==> config.mk <==
export PLATFORM = sky130hd
export DESIGN_NAME = bus_burst_master_flat
export DESIGN_NICKNAME = d
export VERILOG_FILES = /design/src/rtl/bus_burst_master_if.sv /design/src/rtl/bus_burst_master.sv /design/src/flat_wrapper.sv
export SDC_FILE = /design/constraint.sdc
export NUM_CORES = 1
export LEC_CHECK = 0
export CAP_MARGIN = 20
export CORE_MARGIN = 8
export CORE_UTILIZATION = 24
export DETAILED_ROUTE_END_ITERATION = 16
export PLACE_DENSITY = 0.44
export SLEW_MARGIN = 10
export SYNTH_ARGS = -nofsm -noshare
export SYNTH_HDL_FRONTEND = slang
export SYNTH_SLANG_ARGS = --single-unit
==> constraint.sdc <==
create_clock -name clk -period 2.85 [get_ports clk]
set_input_delay 0.855 -clock clk [delete_from_list [all_inputs] [get_ports clk]]
set_output_delay 0.855 -clock clk [all_outputs]
set_load 0.1 [all_outputs]
The metal 3 layer:
Scale bar: 50 µm.
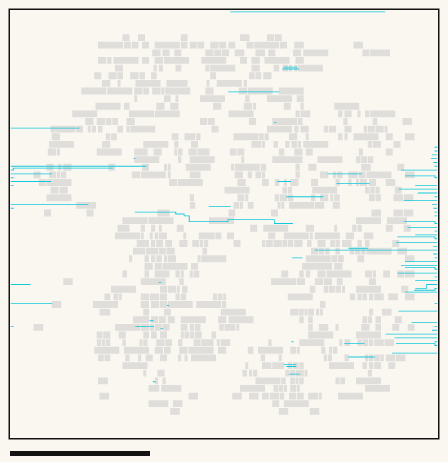
share of all routed wire	5.3%
nets with wire on the layer	75
longest straight run	55.0 µm
main direction	horizontal
vias post-DR: 4272
Detailed Route WL: 14900 µm

M4 wires:
Scale bar: 50 µm.
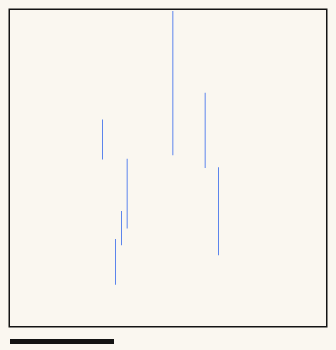
share of all routed wire	1.6%
longest straight run	69.4 µm
main direction	vertical

Signal wires on met1:
Scale bar: 50 µm.
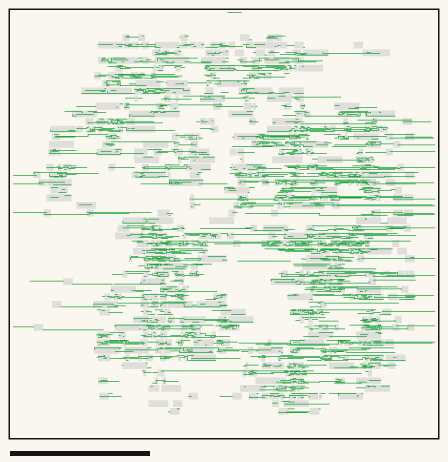
nets with wire on the layer	598
share of all routed wire	46%
met1 GRT Util: 0.160

Congestion heat map:
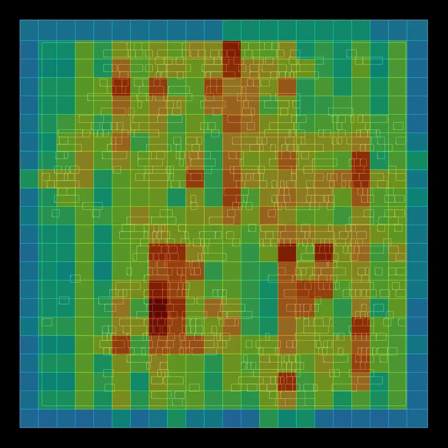
global router's overall resource usage: 0.127
Final Util: 0.339
routed length per instance: 17.3 µm
GR Util met3: 0.0312

==> results.tsv <==
metric	value	unit
router iterations before antenna repair	5	
final period utilization	1.01	
number of global-route vias before repair	4376	
failing checks	negative setup slack	
area share, top type	0.441	
antenna-violating nets left	0	
Slew Limit Headroom	0.628	
DRC	0	
fin. max-slew vios	0	
CP Class	reg2out	
Min Clock Period, post-route	2870	ps
count leader, synth	dfrtp_1	
top cells, area	dfrtp_1 (44%), a21oi_1 (5.2%), xnor2_1 (5.1%)	
clk sinks	79	
Std-Cell Rows	50	
Post-Synth AOI/OAI Area	0.189	
Pwr Total	8.57	mW
clk buf depth	2	
top cells by count	dfrtp_1 (79), a21oi_1 (47), nand2_1 (46)	
final worst-path setup slack	-15.8	ps
worst path required time	2000	ps
cells after synthesis	493	
syn_nets	545	
Worst-Margin Slew	556	ps
RSZ-0062 raised after global routing	yes	
YS warnings	0	
MUX share of area	0.0142	
Power Density	1360	nW/µm²
PortBufs	110	
Simple Share, Synth	0.221	
CP cell instances	inv_2 > ha_4 > nor2b_1 > or3_1 > a311o_1 > nor2_4 > buf_12	
share of layout cells above drive strength 1	0.218	
CTS Hold Bufs	0	
Max VDD drop	0.434	mV
CP max-delay cell	dfrtp_1	
Tool Warnings	34	
Comb gate area	2400	µm²
EDFF count, synth	0	
slowest stage delay, CP	370	ps
diode count	0	
Post-DP HPWL	10600	µm
Die Ht	153	µm
CTS tree	done	
Synth area leader	dfrtp_1	
Worst Reg-to-Reg Cells	17	
DP Area	5840	µm²
sequential cell area	1980	µm²
drt initial violations	213	
Synth Area in XOR/XNOR	0.0704	
Synth cell types	59	
area of the die	23300	µm²
Hold Fails Final Rpt	0	
Area Growth Syn to Fin	40.2	%
Worst setup EP type	output pin	
nets@finish	673	
Hold Path Class	reg2reg	
yosys stat area	4480	µm²
clock slew at reported path FFs	60	ps
status	complete, but fails checks	
first-pass GRT wire length	23900	µm
tally of max-capacitance violations	0	
crit path DAT	2010	ps
Mean Syn Cell Area	9.09	µm²
fmax	349	MHz
post-route insts no fill	859	
Worst Hold Depth	1	
die width	153	µm
Final setup violation count	1	
Worst Skew	6.04	ps
predominant post-synthesis flop cell	dfrtp_1	
comb area leader	simple AND/OR/NAND/NOR gates	
-- power breakdown --
part	switching (mW)	internal, mW	total (mW)	leakage, nW
clock network	0.493	0.789	1.28	0.155
logic	3.76	1.57	5.32	1.57
registers	0.478	1.49	1.97	0.987
total	4.73	3.85	8.57	2.71
-- final cells by class --
type,count,area share
Timing Repair Buffer,143,0.197
Clock inverter,5,0.0129
Sequential cell,79,0.315
Clock buffer,10,0.0380
Inverter,14,0.00896
Tap cell,234,0.0466
Multi-Input combinational cell,374,0.382
-- metal layers --
metal	track usage	routed length, µm
met2	0.204	6940
met4	0.0542	238
met5	0	0
met1	0.160	6900
met3	0.0312	790
-- cells in the final DEF, fill, tap and decap left out, types with 3 or more instances in the layout --
master,n
o22ai_1,12
and4_1,9
a41o_1,4
and3_1,12
nor2b_1,5
mux2i_1,3
nor2_1,31
buf_4,97
nand2b_1,6
a22o_1,3
a2bb2oi_1,6
dfrtp_1,79
buf_12,5
o41ai_1,4
o211ai_1,3
inv_1,11
a31oi_1,3
a211oi_1,3
nand2_1,46
nand3_1,28
nor3_1,10
clkdlybuf4s50_1,41
a21oi_1,47
nand4_1,18
mux2_2,3
clkbuf_16,9
ha_1,8
o31ai_1,3
xor2_1,10
xnor2_1,26
o21ai_0,30
o22a_1,3
-- cell families (layout without fill, tap and decap cells) --
group,after synthesis,in the layout
AND-OR/OR-AND,135,135
XOR/XNOR,36,36
adder cells (fa/ha/maj),10,10
buffers and inverters,40,172
flip-flops,79,79
multiplexers,6,6
AND/OR/NAND/NOR,187,187
-- timing repair --
| item | CTS | global route |
|---|---|---|
| resized | 5 | 1 |
| buffers inserted | 13 | 0 |
| hold endpoints to repair | 0 | 0 |
| pin swaps | 4 | 1 |
| setup endpoints to repair | 1 | 3 |
-- metrics by stage --
step                setup slack [ps]  hold WS (ps)  TNS [ps]
finish                         -15.8           484     -15.8
global route                    -104           506      -239
CTS                            -12.1           487     -12.1
detailed placement              37.1           474         0
global placement                14.2           469         0
floorplan                      -63.6           460     -63.6
-- worst max-delay path: cells and delay by family (launching register included) --
family / cells / cell delay (ps)
buffers and inverters: 2 / 230
adders and majority gates: 1 / 160
AOI/OAI and AO/OA: 1 / 340
and+or+nand+nor: 3 / 560
DFF: 1 / 370
No activity file was given, so power comes from the tool's default toggle rates.
